===== src/rtl/pc_flag_unit_pkg.sv =====
// Shared types for the sequencer stage: branch condition codes and control FSM states.
package pc_flag_unit_pkg;

    typedef enum logic [1:0] {
        ALWAYS = 2'b00,
        EQ     = 2'b01,
        LT     = 2'b10,
        CS     = 2'b11
    } cond_t;

    typedef enum logic [1:0] {
        IDLE = 2'b00,
        RUN  = 2'b01,
        HALT = 2'b10
    } pcstate_t;

endpackage


===== src/rtl/branch_cond.sv =====
// Branch condition evaluator: checks the selected condition against the registered flags.
module branch_cond
    import pc_flag_unit_pkg::*;
(
    input  cond_t Cond,
    input  logic  FlagZ,
    input  logic  FlagN,
    input  logic  FlagC,
    output logic  cond_true
);

    always_comb begin
        cond_true = 1'b0;
        case (Cond)
            ALWAYS:  cond_true = 1'b1;
            EQ:      cond_true = FlagZ;
            LT:      cond_true = FlagN;
            CS:      cond_true = FlagC;
            default: cond_true = 1'b0;
        endcase
    end

endmodule


===== src/rtl/pc_flag_unit.sv =====
// Sequencer stage after the ALU: flag register with carry feedback, branch resolution,
// program counter and the IDLE/RUN/HALT control FSM.
module pc_flag_unit
    import pc_flag_unit_pkg::*;
#(
    parameter int unsigned PW = 10,
    parameter int unsigned OW = 6
) (
    input  logic          Clk,
    input  logic          Reset,
    input  logic          Start,
    input  logic          FlagWe,
    input  logic          Zero,
    input  logic          Neg,
    input  logic          SC_out,
    input  logic          CarryClr,
    input  logic          Branch,
    input  cond_t         Cond,
    input  logic          BrRel,
    input  logic [PW-1:0] Target,
    input  logic          Halt,
    output logic [PW-1:0] PC,
    output logic          SC_in,
    output logic          FlagZ,
    output logic          FlagN,
    output logic          FlagC,
    output logic          Taken,
    output logic          Running,
    output logic          Done
);

    pcstate_t      state_q, state_d;
    logic [PW-1:0] pc_q, pc_d;
    logic          z_q, z_d;
    logic          n_q, n_d;
    logic          c_q, c_d;
    logic          cond_true;
    logic [PW-1:0] offset;

    branch_cond u_branch_cond (
        .Cond      (Cond),
        .FlagZ     (z_q),
        .FlagN     (n_q),
        .FlagC     (c_q),
        .cond_true (cond_true)
    );

    // Sign-extend the short relative offset; upper Target bits are ignored in relative mode.
    assign offset = {{(PW-OW){Target[OW-1]}}, Target[OW-1:0]};

    // Condition sees the flags as registered before any same-cycle FlagWe lands.
    assign Taken = (state_q == RUN) && Branch && cond_true && !Halt;

    always_comb begin
        state_d = state_q;
        pc_d    = pc_q;
        z_d     = z_q;
        n_d     = n_q;
        c_d     = c_q;

        case (state_q)
            IDLE, HALT: begin
                if (Start) begin
                    state_d = RUN;
                    pc_d    = '0;
                    z_d     = 1'b0;
                    n_d     = 1'b0;
                    c_d     = 1'b0;
                end
            end
            RUN: begin
                if (Halt) begin
                    state_d = HALT;
                end else if (Taken) begin
                    pc_d = BrRel ? PW'(pc_q + offset) : Target;
                end else begin
                    pc_d = PW'(pc_q + PW'(1));
                end

                if (FlagWe) begin
                    z_d = Zero;
                    n_d = Neg;
                    c_d = SC_out;
                end
                if (CarryClr) begin
                    c_d = 1'b0;
                end
            end
            default: begin
                state_d = IDLE;
                pc_d    = '0;
            end
        endcase
    end

    always_ff @(posedge Clk) begin
        if (Reset) begin
            state_q <= IDLE;
            pc_q    <= '0;
            z_q     <= 1'b0;
            n_q     <= 1'b0;
            c_q     <= 1'b0;
        end else begin
            state_q <= state_d;
            pc_q    <= pc_d;
            z_q     <= z_d;
            n_q     <= n_d;
            c_q     <= c_d;
        end
    end

    assign PC      = pc_q;
    assign FlagZ   = z_q;
    assign FlagN   = n_q;
    assign FlagC   = c_q;
    assign SC_in   = c_q;
    assign Running = (state_q == RUN);
    assign Done    = (state_q == HALT);

endmodule

===== config.mk =====
export PLATFORM = sky130hd
export DESIGN_NAME = pc_flag_unit
export DESIGN_NICKNAME = d
export VERILOG_FILES = /design/src/rtl/pc_flag_unit_pkg.sv /design/src/rtl/branch_cond.sv /design/src/rtl/pc_flag_unit.sv
export SDC_FILE = /design/constraint.sdc
export NUM_CORES = 1
export LEC_CHECK = 0
export CAP_MARGIN = 20
export CORE_UTILIZATION = 45
export CTS_CLUSTER_SIZE = 8
export DETAILED_ROUTE_END_ITERATION = 12
export PLACE_DENSITY = 0.82
export SKIP_CTS_REPAIR_TIMING = 1
export SYNTH_ARGS = -nofsm -noshare
export SYNTH_HDL_FRONTEND = slang
export SYNTH_HIERARCHICAL = 1
export SYNTH_SLANG_ARGS = --single-unit

===== constraint.sdc =====
create_clock -name Clk -period 4.6 [get_ports Clk]
set_input_delay 0.69 -clock Clk [delete_from_list [all_inputs] [get_ports Clk]]
set_output_delay 0.69 -clock Clk [all_outputs]
set_load 0.03 [all_outputs]

**Run 1: sequential cells colored by netlist name**

Drawn at 6 px/um. Other sequential cells in the stronger gray, the rest of the logic in the fainter gray.
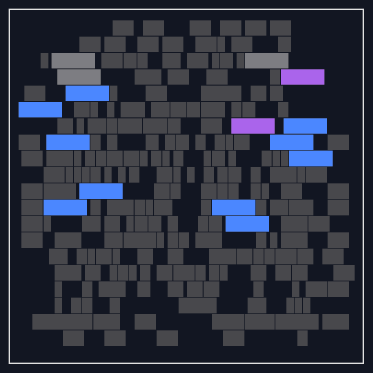
Key: purple = state_q [sequential cells 2]; blue = PC [sequential cells 10]

**Run 1: drive-strength map**

Drawn at 8 px/um.
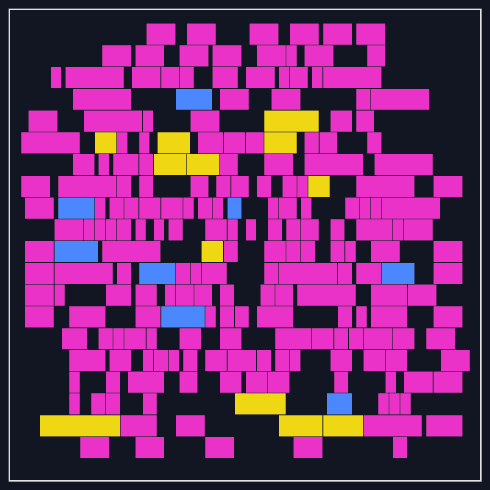
Key: blue = _2 cells [cells 8, share 3.6%]; magenta = _0 and _1 cells [cells 200, share 91%, most used clkdlybuf4s50_1]; yellow = _3 and _4 cells [cells 12, share 5.5%, most used clkbuf_4]

==> summary.txt, run 1 <==
Crit Path Category: in -> out
Critical path launch point type: input pin
Die X: 58.8 um
MaxCap Viol Count: 0
Final slew viol count: 0
I/O pins: 40
CTS clk-pin slew, worst paths: 0.08 ns
Final period demand of the worst path: 3.34 ns
CTS root buf: clkbuf_4
DR WL/cell: 14.2 um
Number of global-route vias before repair: 1325
1st-pass router iterations: 4
Maximum vdd drop: 175 uV
TNS Setup: 0 ns
Routed Antenna Nets: 0
Dpl hpwl: 2920 um
Share of layout cells above drive strength 1: 9.09%
Initial Util: 47.5%
Clock Latency Late Sink: 0.29 ns
Largest area contributor in the netlist: dfxtp_1
Power per standard cell area: 160 mW/mm^2
Crit share post-route: 72.6%
Ys async rst share: 0%
Global route total overflow: 0
CTS H-Tree Depth: 1
Setup violators final: 0
Max_slew headroom: 57.0%
WP data arrival: 2.65 ns
CTS buffer count: 3
Status: complete, no violations
CP max FO: 9
Clock Skews: 0.00236 ns
Top cells by area: dfxtp_1, ha_1, a21oi_1
**Run 1: the metal 3 layer**

Drawn at 8 px/um.
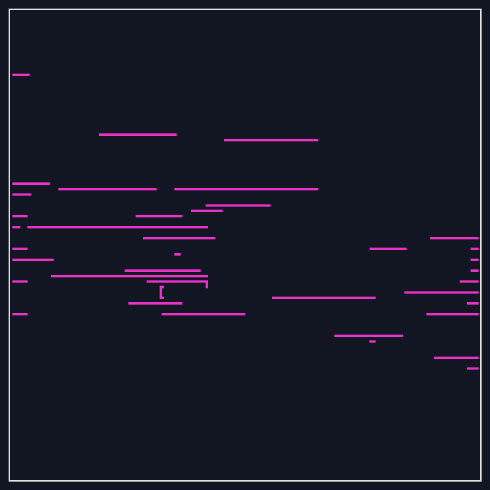
The longest straight run is 22.3 um. The layer carries 232 um of wire. The wires run mostly horizontal. The layer holds 6.2% of the routed length. 33 nets have wire on it.
routing usage on met3: 4.62%
final wirelength: 3750 um

==> run 1: logic make-up (layout without fill, tap and decap cells) <==
logic type | after synthesis | count (layout) | share of synthesized area (%)
compound gates | 60 | 60 | 31.0
xor+xnor | 4 | 4 | 2.42
fa+ha+maj | 11 | 11 | 10.0
buf+inv | 10 | 48 | 3.28
flops | 15 | 15 | 20.7
mux | 3 | 3 | 2.16
simple gates | 79 | 79 | 30.5
==> run 1: routing by layer <==
| metal | track usage [%] | wire length [um] | up-vias |
|---|---|---|---|
| met5 | 0 | 0 | - |
| met4 | 5.10 | 45 | 0 |
| met3 | 4.62 | 231 | 8 |
| met2 | 36.7 | 1730 | 53 |
| met1 | 33.0 | 1740 | 704 |
| li1 | - | - | 761 |
==> run 1: power by group <==
part           internal, uW  leakage [uW]  switching [uW]  total [uW]
Clock                  33.8     0.0000150            41.5        75.3
Combinational          44.5      0.000582            47.1        91.6
Sequential              133      0.000121            4.17         137
==> run 1: critical path, cell delays in order <==
cell	delay, ns
clkdlybuf4s50_1	0.49
mux2i_1	0.08
a21oi_1	0.13
and2_1	0.29
nand2_4	0.13
clkinv_2	0.15
clkdlybuf4s50_1	0.69
==> run 1: flip-flops by register name, indices dropped and copies added, names as in the netlist <==
signal / flops
PC: 10
state_q: 2
FlagC: 1
FlagN: 1
FlagZ: 1
==> run 1: worst paths after layout <==
| check | from | end | slack [ns] | depth (start not counted) |
|---|---|---|---|---|
| worst min-delay path | PC[9]$_SDFFE_PP0P_ | PC[9]$_SDFFE_PP0P_ | 0.55 | 2 |
| worst min register to register | PC[9]$_SDFFE_PP0P_ | PC[9]$_SDFFE_PP0P_ | 0.55 | 2 |
| worst max-delay path | Cond[0] | Taken | 1.26 | 7 |
| worst max register to register | PC[0]$_SDFFE_PP0P_ | PC[8]$_SDFFE_PP0P_ | 2.35 | 9 |
==> run 1: cells in the final DEF (no fill, tap or decap), drive strengths merged, types with 2 or more instances in the layout <==
cell	n
xnor2	2
a222oi	2
a211oi	2
clkdlybuf4s50	39
dfxtp	15
and3	3
nor3	9
nor2b	5
nor2	21
nand3b	3
a32oi	2
a21oi	16
o21a	5
nand2	18
nor3b	4
clkbuf	4
nand2b	2
mux2i	2
o21ai	12
a21boi	2
a21o	5
inv	4
xor2	2
nand3	8
a31oi	3
ha	10
==> run 1: final cells by class <==
cell class | instances | area, sq um | share of cell area (%)
inverter | 5 | 20.0 | 1.06
timing repair buffer | 39 | 390 | 20.6
tap | 44 | 55.1 | 2.91
sequential | 15 | 300 | 15.9
clock buffer | 4 | 26.3 | 1.39
multi-input combinational | 157 | 1100 | 58.2
==> run 1: metrics by stage <==
| step | instances | utilization, % | hold WS [ns] | setup slack [ns] | power [uW] |
|---|---|---|---|---|---|
| detailed placement | 260 | 61.2 | 0.541 | 1.28 | 231 |
| finish | 264 | 62.0 | 0.551 | 1.26 | 304 |
| floorplan | 182 | - | 0.600 | 2.15 | 193 |
| global route | 264 | 62.0 | 0.591 | 1.17 | 322 |
| global placement | 260 | 61.2 | 0.528 | 1.32 | 229 |
| CTS | 264 | 62.0 | 0.556 | 1.28 | 305 |
**Run 1: clock routing**

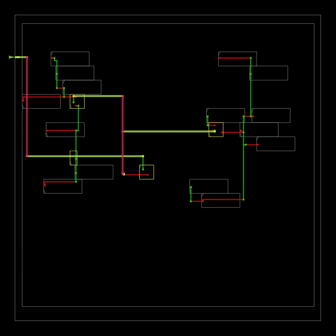

==> run 2, diff against run 1 <==
clock period = 3.4 ns   (was 4.6 ns; I/O delays follow)
**Run 2: clock routing**

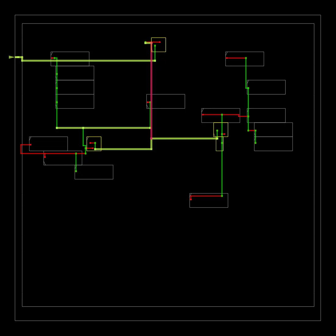
Clock Latency Late Sink: 0.29 ns
clk sinks: 15
CLK BUF: 4
Clock Skews: 0.00227 ns

==> summary.txt, run 2 <==
Final period demand of the worst path: 2.97 ns
Comb pwr share: 29.8% (-0.4 points)
Final wirelength: 3640 um (-2.9%)
Int Pwr: 285 uW (+35%)
Final hold slack: 0.560 ns (+0.00895 ns)
Comb. cell area: 0.00110 sq mm (unchanged)
Die X: 58.8 um (unchanged)
DR WL/cell: 13.8 um (-2.9%)
Max incr delay on CP: 0.68 ns (about the same)
Setup slack at placement: 0.457 ns (-0.823 ns)
Dpl hpwl: 2890 um (-1.1%)
Maximum vdd drop: 222 uV (+27%)
Crit share post-route: 87.4%
Most frequent logic cell in the layout: clkdlybuf4s50_1
CP max-delay cell: clkdlybuf4s50_1
Sequential share of power: 44.9% (about the same)
Final Instance Count excl. Fillers: 264 (unchanged)
Initial Util: 47.5% (unchanged)
Max_slew headroom: 55.6% (-1.4 points)
Number of global-route vias before repair: 1311 (-1.1%)
1st-pass router iterations: 4 (unchanged)
Power per standard cell area: 218 mW/mm^2 (+36%)
AO/OA Area Share: 31.0% (unchanged)
Status: complete, no violations
WP data arrival: 2.46 ns (-0.19 ns)
CTS clk-pin slew, worst paths: 0.09 ns (about the same)
Psw: 127 uW (+37%)
run 2: cell counts after synthesis:
No cell type changed its count.
run 2: power by group through the flow:
stage | sequential [uW] | clock [uW] | combinational [uW]
after floorplan | 192 | 0 | 68.5
after global placement | 189 | 0 | 121
after detailed placement | 189 | 0 | 123
after CTS | 185 | 106 | 123
after global routing | 186 | 116 | 135
final | 185 | 104 | 123
run 2: stage by stage:
step	util (%)	cell area, sq um
2_1_floorplan	-	1450
3_3_place_gp	61.2	1870
3_5_place_dp	61.2	1870
4_1_cts	62.0	1890
5_1_grt	62.0	1890
6_report	62.0	1890
run 2: worst min-delay path, stage by stage, from the launching register on:
cell,delay [ns]
dfxtp_1,0.36
nand2_1,0.09
o211ai_2,0.07
run 2: cell families (layout without fill, tap and decap cells):
family          Yosys count  after routing
compound gates           60             60
xor+xnor                  4              4
fa+ha+maj                11             11
buf+inv                  10             48
flops                    15             15
mux                       3              3
simple gates             79             79
run 2: routing by layer:
| metal | part of all wire [%] | global-route usage, % |
|---|---|---|
| met3 | 5.9 | 4.18 |
| met5 | 0 | 0 |
| met4 | 0.49 | 3.40 |
| met2 | 46 | 35.1 |
| met1 | 47 | 31.5 |
run 2: final cells by class:
| class | count | area share [%] |
|---|---|---|
| Clock buffer | 4 | 1.39 |
| Tap cell | 44 | 2.91 |
| Sequential cell | 15 | 15.9 |
| Inverter | 5 | 1.06 |
| Timing Repair Buffer | 39 | 20.6 |
| Multi-Input combinational cell | 157 | 58.2 |
run 2: final timing paths:
check                                         from                 end  depth (start not counted)
worst min register to register  PC[9]$_SDFFE_PP0P_  PC[9]$_SDFFE_PP0P_                          2
worst max-delay path                       Cond[0]               Taken                          7
worst max register to register  PC[0]$_SDFFE_PP0P_  PC[8]$_SDFFE_PP0P_                          9
worst min-delay path            PC[9]$_SDFFE_PP0P_  PC[9]$_SDFFE_PP0P_                          2
Power figures rest on the tool's default switching activity, not on a simulated workload.
